==> images/class_map.png <==
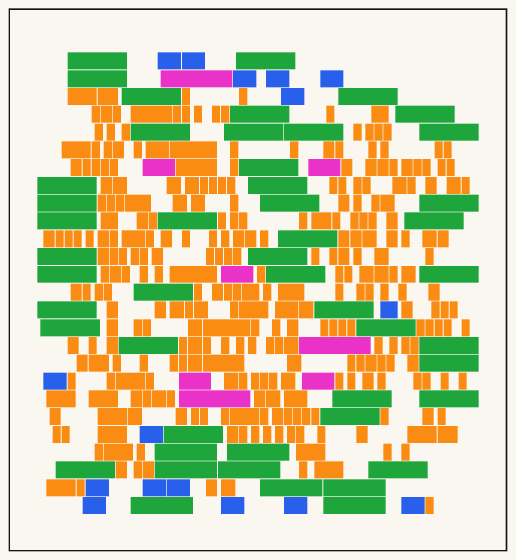
==> images/m1.png <==
The bar under the picture is 20 um long. Supply wires on this layer in grey.
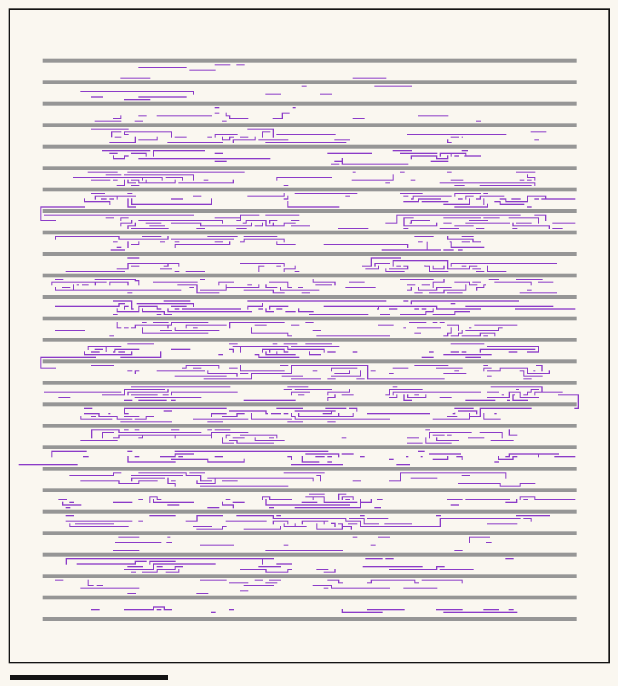
==> images/m2.png <==
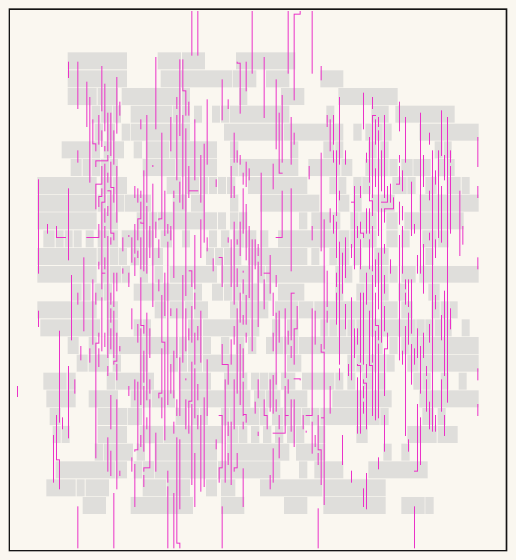
==> images/congestion_map.png <==
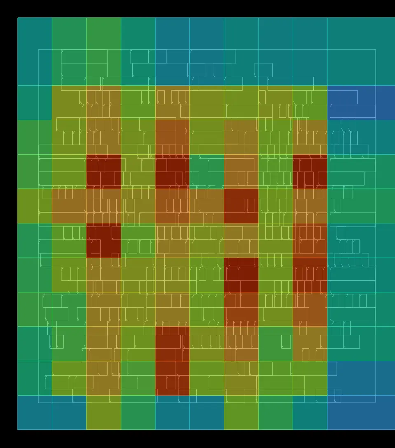
File: src/rtl/kypd_pkg.sv
// Shared types and constants for the 4x4 keypad scanner.
// Key map is indexed [column][row], with column 0 leftmost and row 0 at the top.
package kypd_pkg;

   typedef enum logic [1:0] {
      SCAN_NONE,
      SCAN_SINGLE,
      SCAN_MULTI
   } scan_result_t;

   typedef enum logic [1:0] {
      COL0,
      COL1,
      COL2,
      COL3
   } col_state_t;

   localparam logic [3:0] COL_RESET = 4'b0111;

   localparam logic [3:0] KEY_MAP [4][4] = '{
      '{4'h1, 4'h4, 4'h7, 4'h0},
      '{4'h2, 4'h5, 4'h8, 4'hF},
      '{4'h3, 4'h6, 4'h9, 4'hE},
      '{4'hA, 4'hB, 4'hC, 4'hD}
   };

endpackage

File: src/rtl/kypd_debounce.sv
// Turns per-scan results into one press strobe. A press or release is accepted only
// after DEBOUNCE_SCANS identical scans. key_valid follows the accepting scan edge.
module kypd_debounce
   import kypd_pkg::*;
#(
   parameter int DEBOUNCE_SCANS = 4
) (
   input  logic       clk,
   input  logic       rst,
   input  logic       scan_vld,
   input  logic [1:0] scan_res,
   input  logic [3:0] scan_code,
   output logic [3:0] key_code,
   output logic       key_valid,
   output logic       key_held
);

   localparam int CW = $clog2(DEBOUNCE_SCANS + 1);
   localparam logic [CW-1:0] CNT_MAX = CW'(DEBOUNCE_SCANS);

   scan_result_t  res;
   scan_result_t  prev_res;
   logic [3:0]    prev_code;
   logic [CW-1:0] stable_cnt;
   logic [CW-1:0] cnt_nxt;
   logic          accept;
   logic          fire;

   assign res = scan_result_t'(scan_res);

   always_comb begin
      cnt_nxt = CW'(1);
      if (res == prev_res && scan_code == prev_code)
         cnt_nxt = (stable_cnt == CNT_MAX) ? CNT_MAX : stable_cnt + CW'(1);
      accept = scan_vld && (cnt_nxt == CNT_MAX);
      // A second key slid onto while held is deliberately ignored.
      fire   = accept && (res == SCAN_SINGLE) && !key_held;
   end

   always_ff @(posedge clk or posedge rst) begin
      if (rst) begin
         prev_res   <= SCAN_NONE;
         prev_code  <= 4'h0;
         stable_cnt <= '0;
         key_code   <= 4'h0;
         key_valid  <= 1'b0;
         key_held   <= 1'b0;
      end else begin
         key_valid <= fire;
         if (scan_vld) begin
            prev_res   <= res;
            prev_code  <= scan_code;
            stable_cnt <= cnt_nxt;
         end
         if (fire) begin
            key_code <= scan_code;
            key_held <= 1'b1;
         end else if (accept && res == SCAN_NONE) begin
            key_held <= 1'b0;
         end
      end
   end

endmodule

File: src/rtl/kypd_scanner.sv
// Drives the keypad columns one at a time and samples the synchronized rows.
// It classifies each full scan and hands the result to the debouncer.
module kypd_scanner
   import kypd_pkg::*;
#(
   parameter int SCAN_TICKS     = 100000,
   parameter int DEBOUNCE_SCANS = 4
) (
   input  logic       clk,
   input  logic       rst,
   input  logic [3:0] row_n,
   output logic [3:0] col_n,
   output logic [3:0] key_code,
   output logic       key_valid,
   output logic       key_held
);

   localparam int DW = $clog2(SCAN_TICKS);
   localparam logic [DW-1:0] DWELL_LAST = DW'(SCAN_TICKS - 1);

   logic [3:0]   row_s1, row_s2;
   col_state_t   state, state_nxt;
   logic [DW-1:0] dwell;
   logic         dwell_last;
   logic [1:0]   acc_cnt;
   logic [3:0]   acc_code;
   logic [2:0]   samp_cnt;
   logic [3:0]   samp_code;
   logic [2:0]   sum;
   logic [1:0]   tot_cnt;
   logic [3:0]   tot_code;
   logic         scan_vld;
   scan_result_t scan_res;
   logic [3:0]   scan_code;

   always_ff @(posedge clk or posedge rst) begin
      if (rst) begin
         row_s1 <= 4'hF;
         row_s2 <= 4'hF;
      end else begin
         row_s1 <= row_n;
         row_s2 <= row_s1;
      end
   end

   assign dwell_last = (dwell == DWELL_LAST);

   always_ff @(posedge clk or posedge rst) begin
      if (rst) begin
         state <= COL0;
         dwell <= '0;
      end else begin
         state <= state_nxt;
         dwell <= dwell_last ? '0 : dwell + DW'(1);
      end
   end

   always_comb begin
      state_nxt = state;
      col_n     = COL_RESET;
      case (state)
         COL0: begin
            col_n = 4'b0111;
            if (dwell_last) state_nxt = COL1;
         end
         COL1: begin
            col_n = 4'b1011;
            if (dwell_last) state_nxt = COL2;
         end
         COL2: begin
            col_n = 4'b1101;
            if (dwell_last) state_nxt = COL3;
         end
         default: begin
            col_n = 4'b1110;
            if (dwell_last) state_nxt = COL0;
         end
      endcase
   end

   // Low-row count saturates at 2: anything beyond one key is simply MULTI.
   always_comb begin
      samp_cnt  = 3'd0;
      samp_code = 4'h0;
      for (int r = 0; r < 4; r++) begin
         if (!row_s2[r]) begin
            samp_cnt  = samp_cnt + 3'd1;
            samp_code = KEY_MAP[state][2'(3 - r)];
         end
      end
      sum       = {1'b0, acc_cnt} + samp_cnt;
      tot_cnt   = (sum > 3'd1) ? 2'd2 : sum[1:0];
      tot_code  = (samp_cnt != 3'd0) ? samp_code : acc_code;
      scan_vld  = dwell_last && (state == COL3);
      scan_code = 4'h0;
      case (tot_cnt)
         2'd0:    scan_res = SCAN_NONE;
         2'd1: begin
            scan_res  = SCAN_SINGLE;
            scan_code = tot_code;
         end
         default: scan_res = SCAN_MULTI;
      endcase
   end

   always_ff @(posedge clk or posedge rst) begin
      if (rst) begin
         acc_cnt  <= 2'd0;
         acc_code <= 4'h0;
      end else if (dwell_last) begin
         if (state == COL3) begin
            acc_cnt  <= 2'd0;
            acc_code <= 4'h0;
         end else begin
            acc_cnt  <= tot_cnt;
            acc_code <= tot_code;
         end
      end
   end

   kypd_debounce #(
      .DEBOUNCE_SCANS(DEBOUNCE_SCANS)
   ) u_debounce (
      .clk      (clk),
      .rst      (rst),
      .scan_vld (scan_vld),
      .scan_res (scan_res),
      .scan_code(scan_code),
      .key_code (key_code),
      .key_valid(key_valid),
      .key_held (key_held)
   );

endmodule

File: config.mk
export PLATFORM = sky130hd
export DESIGN_NAME = kypd_scanner
export DESIGN_NICKNAME = d
export VERILOG_FILES = /design/src/rtl/kypd_pkg.sv /design/src/rtl/kypd_debounce.sv /design/src/rtl/kypd_scanner.sv
export SDC_FILE = /design/constraint.sdc
export NUM_CORES = 1
export LEC_CHECK = 0
export ABC_AREA = 1
export CAP_MARGIN = 10
export CORE_ASPECT_RATIO = 1.1
export CORE_MARGIN = 4
export CORE_UTILIZATION = 55
export CTS_BUF_LIST = sky130_fd_sc_hd__clkbuf_8
export CTS_CLUSTER_SIZE = 40
export DETAILED_ROUTE_END_ITERATION = 6
export MAX_ROUTING_LAYER = met4
export PLACE_DENSITY = 0.74
export SETUP_SLACK_MARGIN = 0.15
export SYNTH_ARGS = -nofsm -noshare
export SYNTH_HDL_FRONTEND = slang
export SYNTH_SLANG_ARGS = --single-unit
File: constraint.sdc
create_clock -name clk -period 10.5 [get_ports clk]
set_input_delay 1.05 -clock clk [delete_from_list [all_inputs] [get_ports clk]]
set_output_delay 1.05 -clock clk [all_outputs]
set_load 0.02 [all_outputs]
==> reports/results.ini <==
[critical_path]
worstSetupEndpoint=u_debounce.key_code[0]
critPathArrivalTime_ns=4.12
crit_path_end_kind=flop
r2r_setup_slack_ns=6.57
cp-start-kind=flop
rr_startpoint=row_s2[0]
required_ns=10.69
cp-startpoint=row_s2[0]

[floorplan]
fp_util_pct=58.2
fp.dieH_um=82.6
fp.coreArea_sq_mm=0.00478
die_x_um=75.8
die-area_sq_mm=0.00626

[sta]
worst_pin_slew_ns=0.971
timing.fmax_mhz=254
setup_viol=0
setup-tns-final_ns=0

[pwr]
peakVddDrop_uv=72.9
power.density_mw_per_mm2=129

[placement]
hpwl_um=3750
port_buffers=15
gp_congestion=0.856

[synth]
yosysTopAreaCell=dfrtp_1
compound_area_share_pct=6.12
yosys-top-cells-area=dfrtp_1 (36%), nand2_1 (12%), inv_1 (8.5%)
xor_area_share_pct=0.630
most_common_cell=nand2_1
top_cells_by_count=nand2_1 (91), inv_1 (63), dfrtp_1 (40), nor2_1 (25), nand3_1 (20)
synth_area_sq_mm=0.00278
seq_area_frac_synth_pct=43.5
ys_cells=350
synthAdderAreaFrac_pct=7.02
syn_area_per_cell_sq_um=7.95

[clocking]
tritoncts=yes
cts_hold_buf=0
cts_root_buffer=clkbuf_8
clock-sinks=48
clkSlewWorstSetupHoldPaths_ns=0.09

[route]
wl_met3_um=88
top_layer=met4
drc=0

[layout]
area_growth_pct=12.7

[run]
warning_count=34
drv_cap=0

[grt]
overflow=0
antenna_found_initial=0

[min_path]
hp-class=flop to flop
min_path_cells=0

[run_status]
status=finished, final reports clean

Notes on class_map.png above:
| colour | class | cells | share of their area |
|---|---|---|---|
| green | sequential cells | 48 | 40% |
| orange | remaining logic cells | 298 | 50% |
| blue | remaining buffers and delay cells | 16 | 5.1% |
| magenta | clock drivers and dummy loads | 8 | 5.2% |
post-layout util: 65.5%
cell area after layout: 0.00313 sq mm

Notes on m1.png above:
share of all routed wire: 47%
main direction: horizontal
drt total wl: 5140 um
total vias in the final route: 2161
grt met1 use: 24.1%

Notes on m2.png above:
nets with wire on the layer: 302
share of all routed wire: 50%
longest straight run: 43.5 um
main direction: vertical
met2 Track Usage GR: 33.2%

Notes on congestion_map.png above:
met3 Use GR: 4.48%
gr usage total: 19.9%
Most Crowded Layer GR: met2
WL/cell: 12.1 um

==> metrics by stage <==
stage | total power, uW | util [%] | setup WS, ns | instances | hold slack, ns
4_1_cts | 408 | 65.5 | 6.56 | 426 | 0.363
6_report | 403 | 65.5 | 6.57 | 426 | 0.362
3_5_place_dp | 226 | 62.2 | 6.60 | 418 | 0.347
2_1_floorplan | 221 | - | 6.85 | 350 | 0.345
3_3_place_gp | 226 | 62.2 | 6.71 | 418 | 0.347
5_1_grt | 421 | 65.5 | 6.24 | 426 | 0.365
==> logic make-up after synthesis <==
family / after synthesis
AND-OR/OR-AND: 31
XOR/XNOR: 2
adder cells (fa/ha/maj): 15
buffers and inverters: 74
flip-flops: 48
AND/OR/NAND/NOR: 180
==> routing by layer <==
metal,vias up,global-route usage [%]
li1,1133,-
met1,1011,24.1
met2,11,33.2
met3,6,4.48
met4,0,5.42
met5,-,-
==> layout by cell type (no fill, tap or decap), types with 8 or more instances in the layout <==
master | Yosys | final
o21ai_0 | 19 | 19
nand2_1 | 91 | 91
dfrtp_1 | 40 | 40
nand2_2 | 8 | 8
inv_1 | 63 | 62
inv_2 | 7 | 8
clkdlybuf4s50_1 | 0 | 15
dfstp_2 | 8 | 8
nor2_1 | 25 | 25
ha_1 | 14 | 14
nand4_1 | 11 | 11
nand3_1 | 20 | 20
==> worst max-delay path, stage by stage (launching register included) <==
cell	delay, ns
dfstp_2	0.54
inv_1	0.04
ha_1	0.35
inv_1	0.07
nand2_1	0.08
nand2_1	0.05
ha_1	0.28
or2_1	0.23
nand2_2	0.14
inv_1	0.08
fa_1	0.44
inv_1	0.10
nand2_1	0.15
nor2_8	0.27
nand2_1	0.10
nand2_1	0.07
nand2_1	0.05
inv_2	0.05
nand2_2	0.05
nor2_4	0.17
nand3_4	0.12
nor2_8	0.18
nand3_4	0.10
nand2_1	0.07
nand2_1	0.05
==> where the power goes <==
group | switching, uW | leakage [uW] | internal [uW] | total, uW
Sequential | 1.31 | 0.000629 | 188 | 189
Combinational | 23.5 | 0.000849 | 10.5 | 34.0
Clock | 61.1 | 0.0000784 | 119 | 180
Total | 85.9 | 0.00156 | 317 | 403
==> layout make-up <==
| cell class | count | share of cell area [%] |
|---|---|---|
| multi-input combinational | 228 | 40.6 |
| sequential | 48 | 38.6 |
| inverter | 70 | 8.38 |
| timing repair buffer | 16 | 5.03 |
| clock inverter | 3 | 2.87 |
| tap | 56 | 2.24 |
| clock buffer | 5 | 2.20 |
==> state kept, by name, summed over array words and instances, names as in the netlist <==
| register | cells |
|---|---|
| acc_cnt | 2 |
| u_debounce.key_valid | 1 |
| u_debounce.prev_code | 4 |
| row_s2 | 4 |
| dwell | 17 |
| u_debounce.stable_cnt | 3 |
| acc_code | 4 |
| u_debounce.key_code | 4 |
| u_debounce.key_held | 1 |
| u_debounce.prev_res | 2 |
| state | 2 |
| row_s1 | 4 |
Power figures rest on the tool's default switching activity, not on a simulated workload.
